===== config.mk =====
export PLATFORM = sky130hd
export DESIGN_NAME = divider_pipe_sx
export DESIGN_NICKNAME = d
export VERILOG_FILES = /design/src/rtl/divider_pkg.sv /design/src/rtl/divider_pipe_stage.sv /design/src/rtl/divider_pipe_sx.sv
export SDC_FILE = /design/constraint.sdc
export NUM_CORES = 1
export LEC_CHECK = 0
export ABC_CLOCK_PERIOD_IN_PS = 2800
export CORE_MARGIN = 8
export CORE_UTILIZATION = 40
export DETAILED_ROUTE_END_ITERATION = 16
export GPL_TIMING_DRIVEN = 0
export HOLD_SLACK_MARGIN = 0.08
export SLEW_MARGIN = 20
export SYNTH_ARGS = -nofsm -noshare
export SYNTH_HDL_FRONTEND = slang
export SYNTH_HIERARCHICAL = 1
export SYNTH_SLANG_ARGS = --single-unit

===== constraint.sdc =====
create_clock -name in_clk -period 2.8 [get_ports in_clk]
set_input_delay 0.56 -clock in_clk [delete_from_list [all_inputs] [get_ports in_clk]]
set_output_delay 0.56 -clock in_clk [all_outputs]
set_load 0.02 [all_outputs]

===== src/rtl/divider_pkg.sv =====
// Shared types and helpers for the pipelined divider.
//   sideband_t       : per-operation control bits that travel with the data
//   SIDEBAND_IDLE    : empty pipeline slot (bubble / reset value)
//   divider_latency  : input-to-output latency in enabled cycles
package divider_pkg;

  typedef struct packed {
    logic valid;
    logic is_signed;
    logic q_neg;
    logic r_neg;
    logic div_zero;
    logic overflow;
  } sideband_t;

  localparam sideband_t SIDEBAND_IDLE = '0;

  function automatic int divider_latency(input int dividend_width);
    return dividend_width + 2;
  endfunction

endpackage


===== src/rtl/divider_pipe_stage.sv =====
// One registered restoring-division step.
// Bit STAGE (counted from the MSB) of in_num is shifted into the partial
// remainder. That bit position is then overwritten with the quotient bit, so
// num carries the finished quotient bits above it and the unconsumed dividend
// bits below it.
// Ports:
//   in_clk, reset, in_enable     : clock, sync active-high reset, advance
//   in_num / out_num             : mixed quotient/dividend word
//   in_rem / out_rem             : partial remainder
//   in_den / out_den             : divisor magnitude
//   in_sb / out_sb, in_tag/out_tag : sideband and tag carried in lockstep
module divider_pipe_stage
  import divider_pkg::*;
#(
  parameter int DIVIDEND_WIDTH = 8,
  parameter int DIVIDER_WIDTH  = 8,
  parameter int TAG_WIDTH      = 4,
  parameter int STAGE          = 0
) (
  input  logic                      in_clk,
  input  logic                      reset,
  input  logic                      in_enable,
  input  logic [DIVIDEND_WIDTH-1:0] in_num,
  input  logic [DIVIDER_WIDTH-1:0]  in_rem,
  input  logic [DIVIDER_WIDTH-1:0]  in_den,
  input  sideband_t                 in_sb,
  input  logic [TAG_WIDTH-1:0]      in_tag,
  output logic [DIVIDEND_WIDTH-1:0] out_num,
  output logic [DIVIDER_WIDTH-1:0]  out_rem,
  output logic [DIVIDER_WIDTH-1:0]  out_den,
  output sideband_t                 out_sb,
  output logic [TAG_WIDTH-1:0]      out_tag
);

  localparam int BIT_POS = DIVIDEND_WIDTH - 1 - STAGE;

  logic [DIVIDER_WIDTH:0]    rem_shift;
  logic [DIVIDER_WIDTH:0]    rem_sub;
  logic                      q_bit;
  logic [DIVIDEND_WIDTH-1:0] num_next;

  // The restored remainder is always below the divisor, so it fits back into
  // DIVIDER_WIDTH bits. With a zero divisor every step subtracts nothing, which
  // naturally leaves all-ones quotient bits and the dividend in the remainder.
  always_comb begin
    rem_shift        = {in_rem, in_num[BIT_POS]};
    rem_sub          = rem_shift - {1'b0, in_den};
    q_bit            = (rem_shift >= {1'b0, in_den});
    num_next         = in_num;
    num_next[BIT_POS] = q_bit;
  end

  always_ff @(posedge in_clk) begin
    if (reset) begin
      out_sb <= SIDEBAND_IDLE;
    end else if (in_enable) begin
      out_sb  <= in_sb;
      out_num <= num_next;
      out_rem <= q_bit ? rem_sub[DIVIDER_WIDTH-1:0] : rem_shift[DIVIDER_WIDTH-1:0];
      out_den <= in_den;
      out_tag <= in_tag;
    end
  end

endmodule


===== src/rtl/divider_pipe_sx.sv =====
// Fully pipelined unsigned/signed integer divider, one operation per enabled
// cycle, latency divider_latency(DIVIDEND_WIDTH) enabled cycles.
// Macro DIVIDER_PIPE_SX_SIGNED_EN: when defined, in_signed selects two's
// complement division; when undefined every operation is unsigned and
// out_overflow is held at 0.
// Ports:
//   in_clk, reset (sync, active-high), in_enable (0 freezes everything)
//   in_data_valid, in_signed, in_dividend, in_divider, in_tag : operation
//   out_data_valid, out_quotient, out_remainder, out_tag      : result
//   out_div_zero, out_overflow                                : result flags
module divider_pipe_sx
  import divider_pkg::*;
#(
  parameter int DIVIDEND_WIDTH = 8,
  parameter int DIVIDER_WIDTH  = 8,
  parameter int TAG_WIDTH      = 4
) (
  input  logic                      in_clk,
  input  logic                      reset,
  input  logic                      in_enable,
  input  logic                      in_data_valid,
  input  logic                      in_signed,
  input  logic [DIVIDEND_WIDTH-1:0] in_dividend,
  input  logic [DIVIDER_WIDTH-1:0]  in_divider,
  input  logic [TAG_WIDTH-1:0]      in_tag,
  output logic                      out_data_valid,
  output logic [DIVIDEND_WIDTH-1:0] out_quotient,
  output logic [DIVIDER_WIDTH-1:0]  out_remainder,
  output logic [TAG_WIDTH-1:0]      out_tag,
  output logic                      out_div_zero,
  output logic                      out_overflow
);

  localparam int N  = DIVIDEND_WIDTH;
  localparam int DW = DIVIDER_WIDTH;
`ifdef DIVIDER_PIPE_SX_SIGNED_EN
  localparam logic [N-1:0] MOST_NEG = {1'b1, {(N-1){1'b0}}};
`endif

  // Index 0 is the input register, N is the last division step.
  logic [N-1:0]         num_p [0:N];
  logic [DW-1:0]        rem_p [0:N];
  logic [DW-1:0]        den_p [0:N];
  sideband_t            sb_p  [0:N];
  logic [TAG_WIDTH-1:0] tag_p [0:N];

  sideband_t      sb_in;
  logic [N-1:0]   num_in;
  logic [DW-1:0]  den_in;
  logic [N-1:0]   q_fix;
  logic [DW-1:0]  r_fix;

  // A zero divisor skips the magnitude conversion so the raw dividend drops
  // straight out as the remainder.
  always_comb begin
    sb_in          = SIDEBAND_IDLE;
    sb_in.valid    = in_data_valid;
    sb_in.div_zero = in_data_valid && (in_divider == '0);
    num_in         = in_dividend;
    den_in         = in_divider;
`ifdef DIVIDER_PIPE_SX_SIGNED_EN
    sb_in.is_signed = in_signed;
    if (in_signed && !sb_in.div_zero) begin
      sb_in.q_neg    = in_dividend[N-1] ^ in_divider[DW-1];
      sb_in.r_neg    = in_dividend[N-1];
      sb_in.overflow = in_data_valid && (in_dividend == MOST_NEG) && (in_divider == '1);
      num_in         = in_dividend[N-1] ? -in_dividend : in_dividend;
      den_in         = in_divider[DW-1] ? -in_divider : in_divider;
    end
`endif
  end

  always_ff @(posedge in_clk) begin
    if (reset) begin
      sb_p[0] <= SIDEBAND_IDLE;
    end else if (in_enable) begin
      sb_p[0]  <= sb_in;
      num_p[0] <= num_in;
      den_p[0] <= den_in;
      tag_p[0] <= in_tag;
    end
  end

  assign rem_p[0] = '0;

  for (genvar i = 0; i < N; i++) begin : g_step
    divider_pipe_stage #(
      .DIVIDEND_WIDTH(N),
      .DIVIDER_WIDTH (DW),
      .TAG_WIDTH     (TAG_WIDTH),
      .STAGE         (i)
    ) u_stage (
      .in_clk   (in_clk),
      .reset    (reset),
      .in_enable(in_enable),
      .in_num   (num_p[i]),
      .in_rem   (rem_p[i]),
      .in_den   (den_p[i]),
      .in_sb    (sb_p[i]),
      .in_tag   (tag_p[i]),
      .out_num  (num_p[i+1]),
      .out_rem  (rem_p[i+1]),
      .out_den  (den_p[i+1]),
      .out_sb   (sb_p[i+1]),
      .out_tag  (tag_p[i+1])
    );
  end

  always_comb begin
    q_fix = num_p[N];
    r_fix = rem_p[N];
`ifdef DIVIDER_PIPE_SX_SIGNED_EN
    if (sb_p[N].q_neg) q_fix = -num_p[N];
    if (sb_p[N].r_neg) r_fix = -rem_p[N];
    if (sb_p[N].overflow) begin
      q_fix = MOST_NEG;
      r_fix = '0;
    end
`endif
    if (sb_p[N].div_zero) begin
      q_fix = '1;
      r_fix = rem_p[N];
    end
  end

  always_ff @(posedge in_clk) begin
    if (reset) begin
      out_data_valid <= 1'b0;
      out_quotient   <= '0;
      out_remainder  <= '0;
      out_tag        <= '0;
      out_div_zero   <= 1'b0;
    end else if (in_enable) begin
      out_data_valid <= sb_p[N].valid;
      out_quotient   <= q_fix;
      out_remainder  <= r_fix;
      out_tag        <= tag_p[N];
      out_div_zero   <= sb_p[N].valid && sb_p[N].div_zero;
    end
  end

`ifdef DIVIDER_PIPE_SX_SIGNED_EN
  always_ff @(posedge in_clk) begin
    if (reset)          out_overflow <= 1'b0;
    else if (in_enable) out_overflow <= sb_p[N].valid && sb_p[N].overflow;
  end
`else
  assign out_overflow = 1'b0;
`endif

  // Carried for lockstep but not needed past the last step.
  logic unused_tail;
  assign unused_tail = &{1'b0, den_p[N], sb_p[N].is_signed, sb_p[N].overflow,
                         sb_p[N].q_neg, sb_p[N].r_neg, in_signed};

endmodule


**Run 1: placed cells, one color a class**

Bar = 50 um. Fill, decap, tap and diode cells in gray.
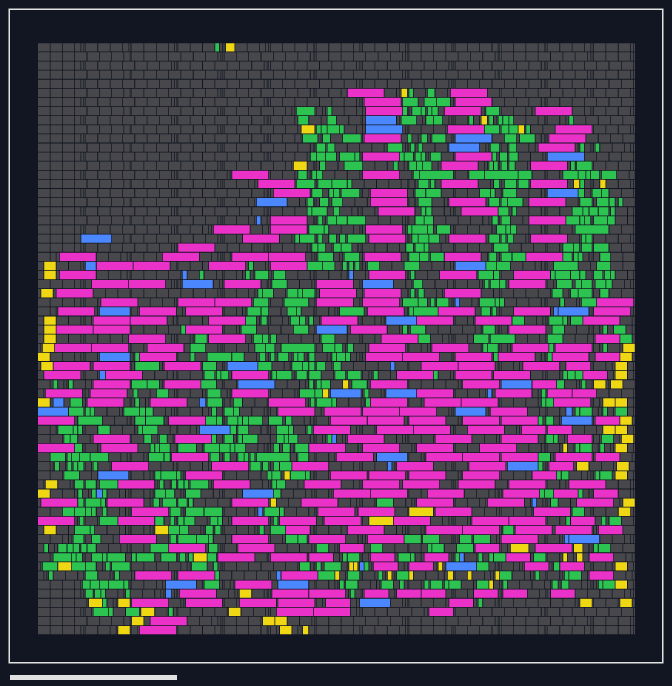
- blue: clock drivers and dummy loads (cells 56)
- magenta: registers (cells 276)
- green: remaining logic cells (cells 634)
- yellow: remaining buffers and delay cells (cells 78)
final core occ: 0.471
num rows: 65

**Run 1: sub-block map**

Other cells in gray.
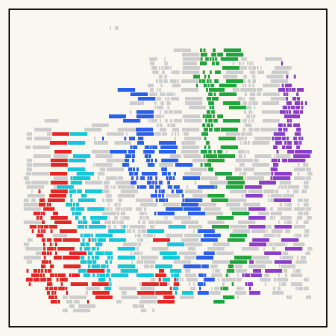
- cyan: `g_step[1].u_stage` (cells 102)
- purple: `g_step[7].u_stage` (cells 97)
- blue: `g_step[3].u_stage` (cells 105; where center)
- green: `g_step[5].u_stage` (cells 104)
- red: `g_step[0].u_stage` (cells 117; where south-west)
chip area: 37,900 sq um
non-filler instance count after layout: 1,446

**Run 1: clock network drawn from the DEF**

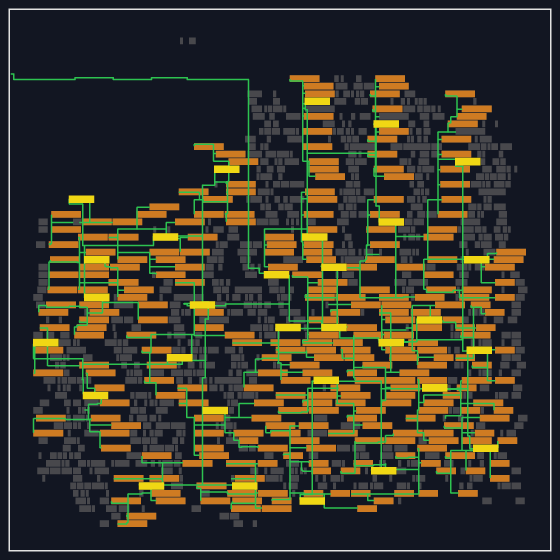
- orange: flip-flops (count 276)
- yellow: clock-net drivers (count 30)
- green: clock wires (length 3,300 um)
- routed clock nets: 31

==> impl_metrics.tcl, run 1 <==
# yosys + openroad results
set metrics [dict create \
    flop-count 276 \
    synth_area_sq_um 12800 \
    tapCellCount 402 \
    comb_cells 534 \
    seq_area_sq_um 7890 \
    crit_chain "ha_1, fa_1, nor2b_1, o31a_1, nor4_1, a311o_1, mux2_2" \
    hpwl_um 15900 \
    buffers_excl_clock 78 \
    openroad.warnings 27 \
    wl_um 21300 \
    largest_class "flip-flops and latches" \
    dpl_worst_slack_ns 0.424 \
    cp_num_cells 7 \
    critPathLaunchType "register" \
    skew_ns 0.0326 \
    clk_pin_slew_ns 0.06 \
    outcome "finished, final reports clean" \
    combAreaFraction 0.300 \
    synth_cells 925 \
    rr_startpoint "g_step[5].u_stage/out_den[0]" \
    syn_area_per_cell_sq_um 13.8 \
    fin_area_sq_um 14900 \
    hold_ws_ns 0.337 \
    die-height_um 195 \
    place_area_sq_um 13900 \
    drc 0 \
    grt_use_met1 0.129 \
    grt-ovfl-total 0 \
    bufAreaShareNonClock 0.0458 \
    final_cell_mix "edfxtp_1, inv_1, nor2_1" \
    mi_logic_area_sq_um 4460 \
    antenna_cells 0 \
    coreArea_sq_um 31600 \
    rsz0062_at_grt "no" \
    critical_path.slowest_cell "fa_1" \
    clockBufferDepth 3 \
    antenna_found_initial 0 \
    final_common_cell "edfxtp_1" \
    clk_latency_ns 0.57 \
    num_vias 7120 \
    cts_tree "built" \
    fin_nets 1117 \
    cts_buffers 30 \
    period_minus_slack_ns 2.37 \
    critPathMaxFanout 3 \
    nClkBuffers 38 \
    drv_cap 0 \
    power_leakage_nw 5.73 \
    path_buffers 0 \
    max_freq_mhz 422 \
    crit_family "adder cells" \
    dieWidth_um 195 \
    wl_per_cell_um 14.7 \
    required_ns 3.12 \
    fin_tns_setup_ns 0 \
    grt_max_degree 29 \
    inverters 100 \
    dp.cells 1390 \
    arrival_ns 2.69 \
    p_total_mw 9.94 \
    worst_hold_startpoint "in_enable" \
    reg2reg_setup_slack_ns 0.43 \
    cts.hold.buffers_added 0 \
    gp_congestion 0.806 \
]
## run 1: routing by layer
layer | part of all wire | wire length [um]
met3 | 0.035 | 743
met4 | 0.030 | 644
met5 | 0 | 0
met2 | 0.51 | 10800
met1 | 0.43 | 9060
## run 1: flip-flops by register name, indices dropped and copies added (netlist names), 8 cells and up
signal,cells
den_p,8
g_step.u_stage/out_sb,16
out_quotient,8
num_p,8
g_step.u_stage/out_den,56
g_step.u_stage/out_rem,64
out_remainder,8
g_step.u_stage/out_num,64
g_step.u_stage/out_tag,32
## run 1: power breakdown
part           switching [mW]  internal, mW  leakage [nW]
clock                    1.54          2.26         0.473
sequential             0.0889          4.73          2.54
combinational           0.686         0.635          2.72
total                    2.32          7.62          5.73
**Run 1: placed standard cells**

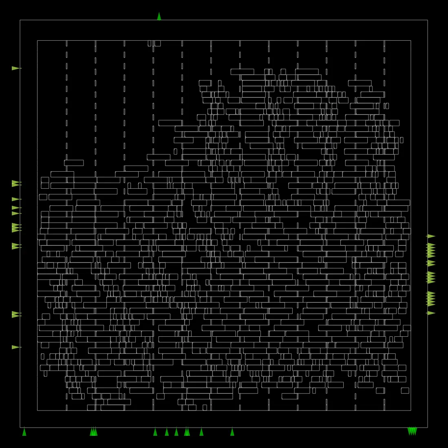

==> run 1 -> run 2 <==
ABC_CLOCK_PERIOD_IN_PS = 2100   (was 2800)
clock period = 2.1 ns   (was 2.8 ns; I/O delays follow)
**Run 2: placed standard cells**

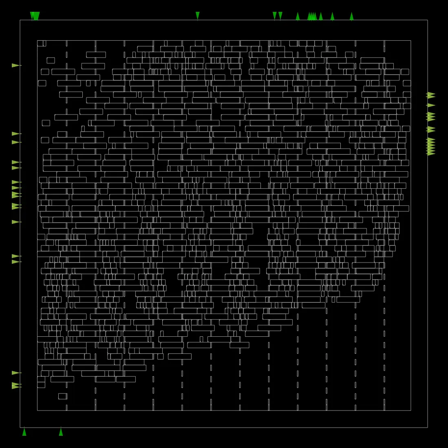
non-filler instance count after layout: 1,512
CORE AREA: 31,600 sq um

==> run 2 against run 1 <==
Combinational power grew 68%; sequential power grew 34%; worst setup slack lost 0.54 ns; design area grew 9.3%; count of clock-buffer cells in the layout grew 2; sequential cell count is the same; clock skew shrank 0.015 ns; non-clock buffer count grew 66; hold slack lost 0.11 ns; largest cell class unchanged; sequential share of layout area shrank 4.5 points; the run now ends with setup timing left; first-iteration DRC count shrank 29%; final cell count grew 4.6%; critical path type unchanged.
==> impl_metrics.tcl, run 2 <==
# yosys + openroad results
set metrics [dict create \
    cts_buffers 30 \
    critical_path.slowest_cell "edfxtp_1" \
    synth_cells 925 \
    wl_met1_um 9090 \
    setup_ws_ns -0.108 \
    synth_area_sq_um 12800 \
    path_buffers 0 \
    antenna_found_initial 0 \
    wl_um 22200 \
    dpl_worst_slack_ns -0.265 \
    skew_ns 0.0172 \
    crit_family "adder cells" \
    drv_cap 0 \
    largestRegisters "g_step.u_stage/out_num x64, g_step.u_stage/out_rem x64, g_step.u_stage/out_den x56" \
    gp_congestion 0.800 \
    arrival_ns 2.50 \
    antenna_cells 0 \
    critPathMaxFanout 3 \
    hpwl_um 15600 \
    num_vias 7460 \
    period_minus_slack_ns 2.21 \
    worst_hold_startpoint "in_enable" \
    clk_pin_slew_ns 0.06 \
    reg2reg_setup_slack_ns -0.11 \
    seq_area_sq_um 7890 \
    mi_logic_area_sq_um 5200 \
    chip_area_sq_um 37900 \
    cp_num_cells 7 \
    fin_area_sq_um 16300 \
    power_frac_clock 0.388 \
    switching_share 0.225 \
    setup_viol 22 \
    die-height_um 195 \
    crit_chain "ha_4, fa_2, nor2b_2, o31a_1, nor4_2, a311o_1, mux2_4" \
    comb_power_share 0.157 \
    openroad.warnings 29 \
    seq_power_share 0.455 \
    syn_area_per_cell_sq_um 13.8 \
    dieWidth_um 195 \
    num_rows 65 \
    rr_startpoint "g_step[4].u_stage/out_den[0]" \
    top_layer_used "met4" \
    critPathKind "register to register" \
    grt_pass1_vias 7708 \
    grt-ovfl-total 0 \
    fill_cells 2625 \
    max_freq_mhz 453 \
    place_area_sq_um 13900 \
    cts_tree "built" \
    final_hold_viol_count 0 \
    failed_checks "setup timing" \
    clockBufferDepth 3 \
    final_common_cell "edfxtp_1" \
    p_seq_mw 6.44 \
    dr_wl_met2_um 11800 \
    cellInternalPower_mw 11.0 \
    dr_wl_met3_um 674 \
    fin_nets 1183 \
    grt_max_degree 29 \
    cp-end-kind "register" \
    p_comb_mw 2.22 \
    critPathLaunchType "register" \
    grt.busiest_layer "met2" \
    power_leakage_nw 6.23 \
    maxPowerGroup "sequential cells" \
    pg_clk_mw 5.49 \
    power_density_nw_per_um2 871 \
    wl_per_cell_um 14.7 \
    required_ns 2.39 \
    rsz0062_at_grt "yes" \
    p_sw_mw 3.19 \
    outcome "finished, violations left" \
    drc 0 \
    period_used_share 1.05 \
    grt_use_met1 0.124 \
    fin_tns_setup_ns -1.03 \
    final_cell_mix "edfxtp_1, inv_1, nor2_1" \
    fin_util 0.515 \
]
**Run 2: placed cells, one color a class**

Bar = 50 um. Fill, decap, tap and diode cells in gray.
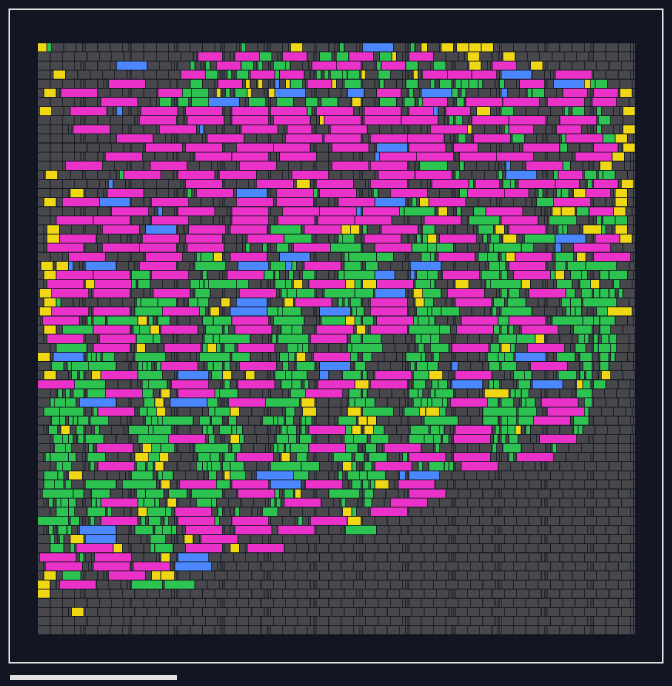
- green: remaining logic cells (cells 634)
- yellow: remaining buffers and delay cells (cells 144)
- magenta: registers (cells 276)
- blue: clock drivers and dummy loads (cells 56)

-- run 2: cell type report --
type                       instances  share of cell area
buffer                            26             0.00977
clock buffer                      40              0.0504
clock inverter                    16              0.0149
inverter                         100              0.0231
multi-input combinational        534               0.320
sequential                       276               0.485
tap                              402              0.0309
timing repair buffer             118              0.0659
-- run 2: what timing repair did --
action	in CTS	in global routing
gates resized	80	57
gates cloned	0	0
endpoints found under the setup margin	52	60
hold buffers	0	0
setup buffers	50	23
pin swaps	46	36
-- run 2: through the flow --
step           power [mW]  hold slack (ns)  instances
6_report             14.2            0.226       1512
5_1_grt              14.8            0.213       1512
4_1_cts              14.1            0.188       1490
3_5_place_dp         8.30            0.405       1388
3_3_place_gp         8.25            0.402       1386
2_1_floorplan        7.87            0.400        940
**Run 2: clock network drawn from the DEF**

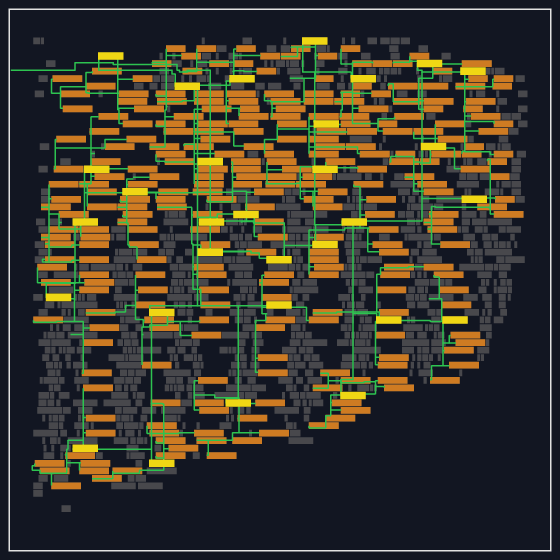

==> run 2 -> run 3 <==
HOLD_SLACK_MARGIN = 0.03   (was 0.08)
RECOVER_POWER = 25   (was default)
**Run 3: clock network drawn from the DEF**

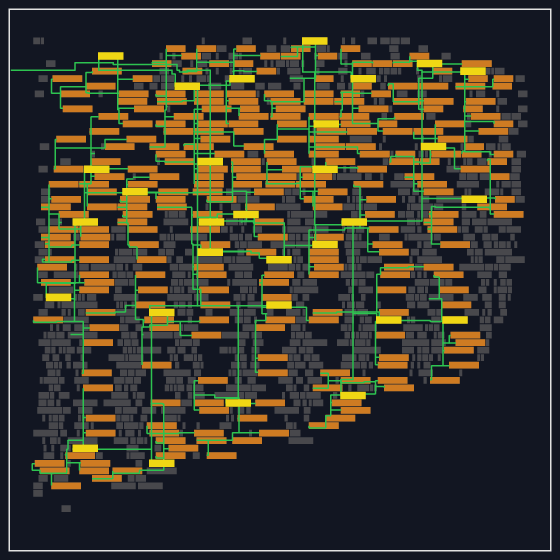
- yellow: clock-net drivers (count 30)
- orange: flip-flops (count 276)
- green: clock wires (length 3,160 um)
- routed clock nets: 31

**Run 3: placed cells, one color a class**

Bar = 50 um. Fill, decap, tap and diode cells in gray.
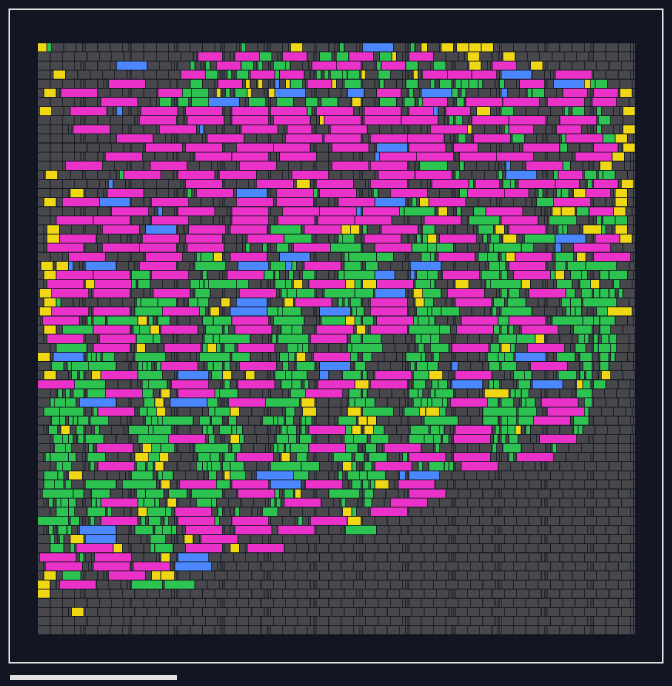
- yellow: remaining buffers and delay cells (cells 144)
- magenta: registers (cells 276)
- blue: clock drivers and dummy loads (cells 56)
- green: remaining logic cells (cells 634)

==> run 3 against run 2 <==
The run still ends with setup timing left; maximum frequency unchanged; via count unchanged; die area unchanged; power hardly changed; global-route usage did not move; clock skew unchanged; register-to-register slack hardly changed.
==> impl_metrics.tcl, run 3 <==
# yosys + openroad results
set metrics [dict create \
    cts_buffers 30 \
    reg2reg_setup_slack_ns -0.11 \
    maxPowerGroup "sequential cells" \
    synth_area_sq_um 12800 \
    fin_nets 1183 \
    required_ns 2.39 \
    outcome "finished, violations left" \
    switching_share 0.226 \
    fin_cells 1512 \
    setup_viol 22 \
    chip_area_sq_um 37900 \
    hold_ws_ns 0.226 \
    rsz0062_at_grt "yes" \
    pg_clk_mw 5.49 \
    failed_checks "setup timing" \
    setup_ws_ns -0.108 \
    critPathMaxFanout 3 \
    antenna_cells 0 \
    antenna_found_initial 0 \
    largestRegisters "g_step.u_stage/out_num x64, g_step.u_stage/out_rem x64, g_step.u_stage/out_den x56" \
    fin_util 0.515 \
    final_common_cell "edfxtp_1" \
    place_area_sq_um 13900 \
    period_minus_slack_ns 2.21 \
    drv_cap 0 \
    power_leakage_nw 6.23 \
    final_cell_mix "edfxtp_1, inv_1, nor2_1" \
    gp_congestion 0.800 \
    fin_area_sq_um 16300 \
    cp-end-kind "register" \
    fill_cells 2625 \
    p_sw_mw 3.19 \
    num_vias 7460 \
    clk_pin_slew_ns 0.06 \
    cts_tree "built" \
    dpl_worst_slack_ns -0.265 \
    critPathLaunchType "register" \
    grt_max_degree 29 \
    power_frac_clock 0.388 \
    crit_chain "ha_4, fa_2, nor2b_2, o31a_1, nor4_2, a311o_1, mux2_4" \
    synth_cells 925 \
    grt-ovfl-total 0 \
    dieWidth_um 195 \
    num_rows 65 \
    clk_latency_ns 0.55 \
    final_hold_viol_count 0 \
    arrival_ns 2.50 \
    clockBufferDepth 3 \
    cts.hold.buffers_added 0 \
    skew_ns 0.0172 \
    seq_area_sq_um 7890 \
    wl_um 22200 \
    critPathKind "register to register" \
    p_seq_mw 6.44 \
    path_buffers 0 \
]
## run 3: area by class of cell
type                    instances  share of cell area
flip-flops and latches        276               0.485
multi-input cells             534               0.320
repair buffers                118              0.0659
clock buffers                  40              0.0504
well taps                     402              0.0309
inverters                     100              0.0231
clock inverters                16              0.0149
plain buffers                  26             0.00977
## run 3: what timing repair did
| item | CTS | global route |
|---|---|---|
| setup endpoints to repair | 52 | 60 |
| setup buffers | 50 | 23 |
| gates resized | 80 | 57 |
| pin swaps | 46 | 36 |
## run 3: routing by layer
metal,GRT usage,vias to the layer above,part of all wire
met1,0.124,3567,0.41
met3,0.0199,49,0.030
li1,-,3728,-
met5,0,-,0
met4,0.0399,0,0.030
met2,0.222,116,0.53
No activity file was given, so power comes from the tool's default toggle rates.
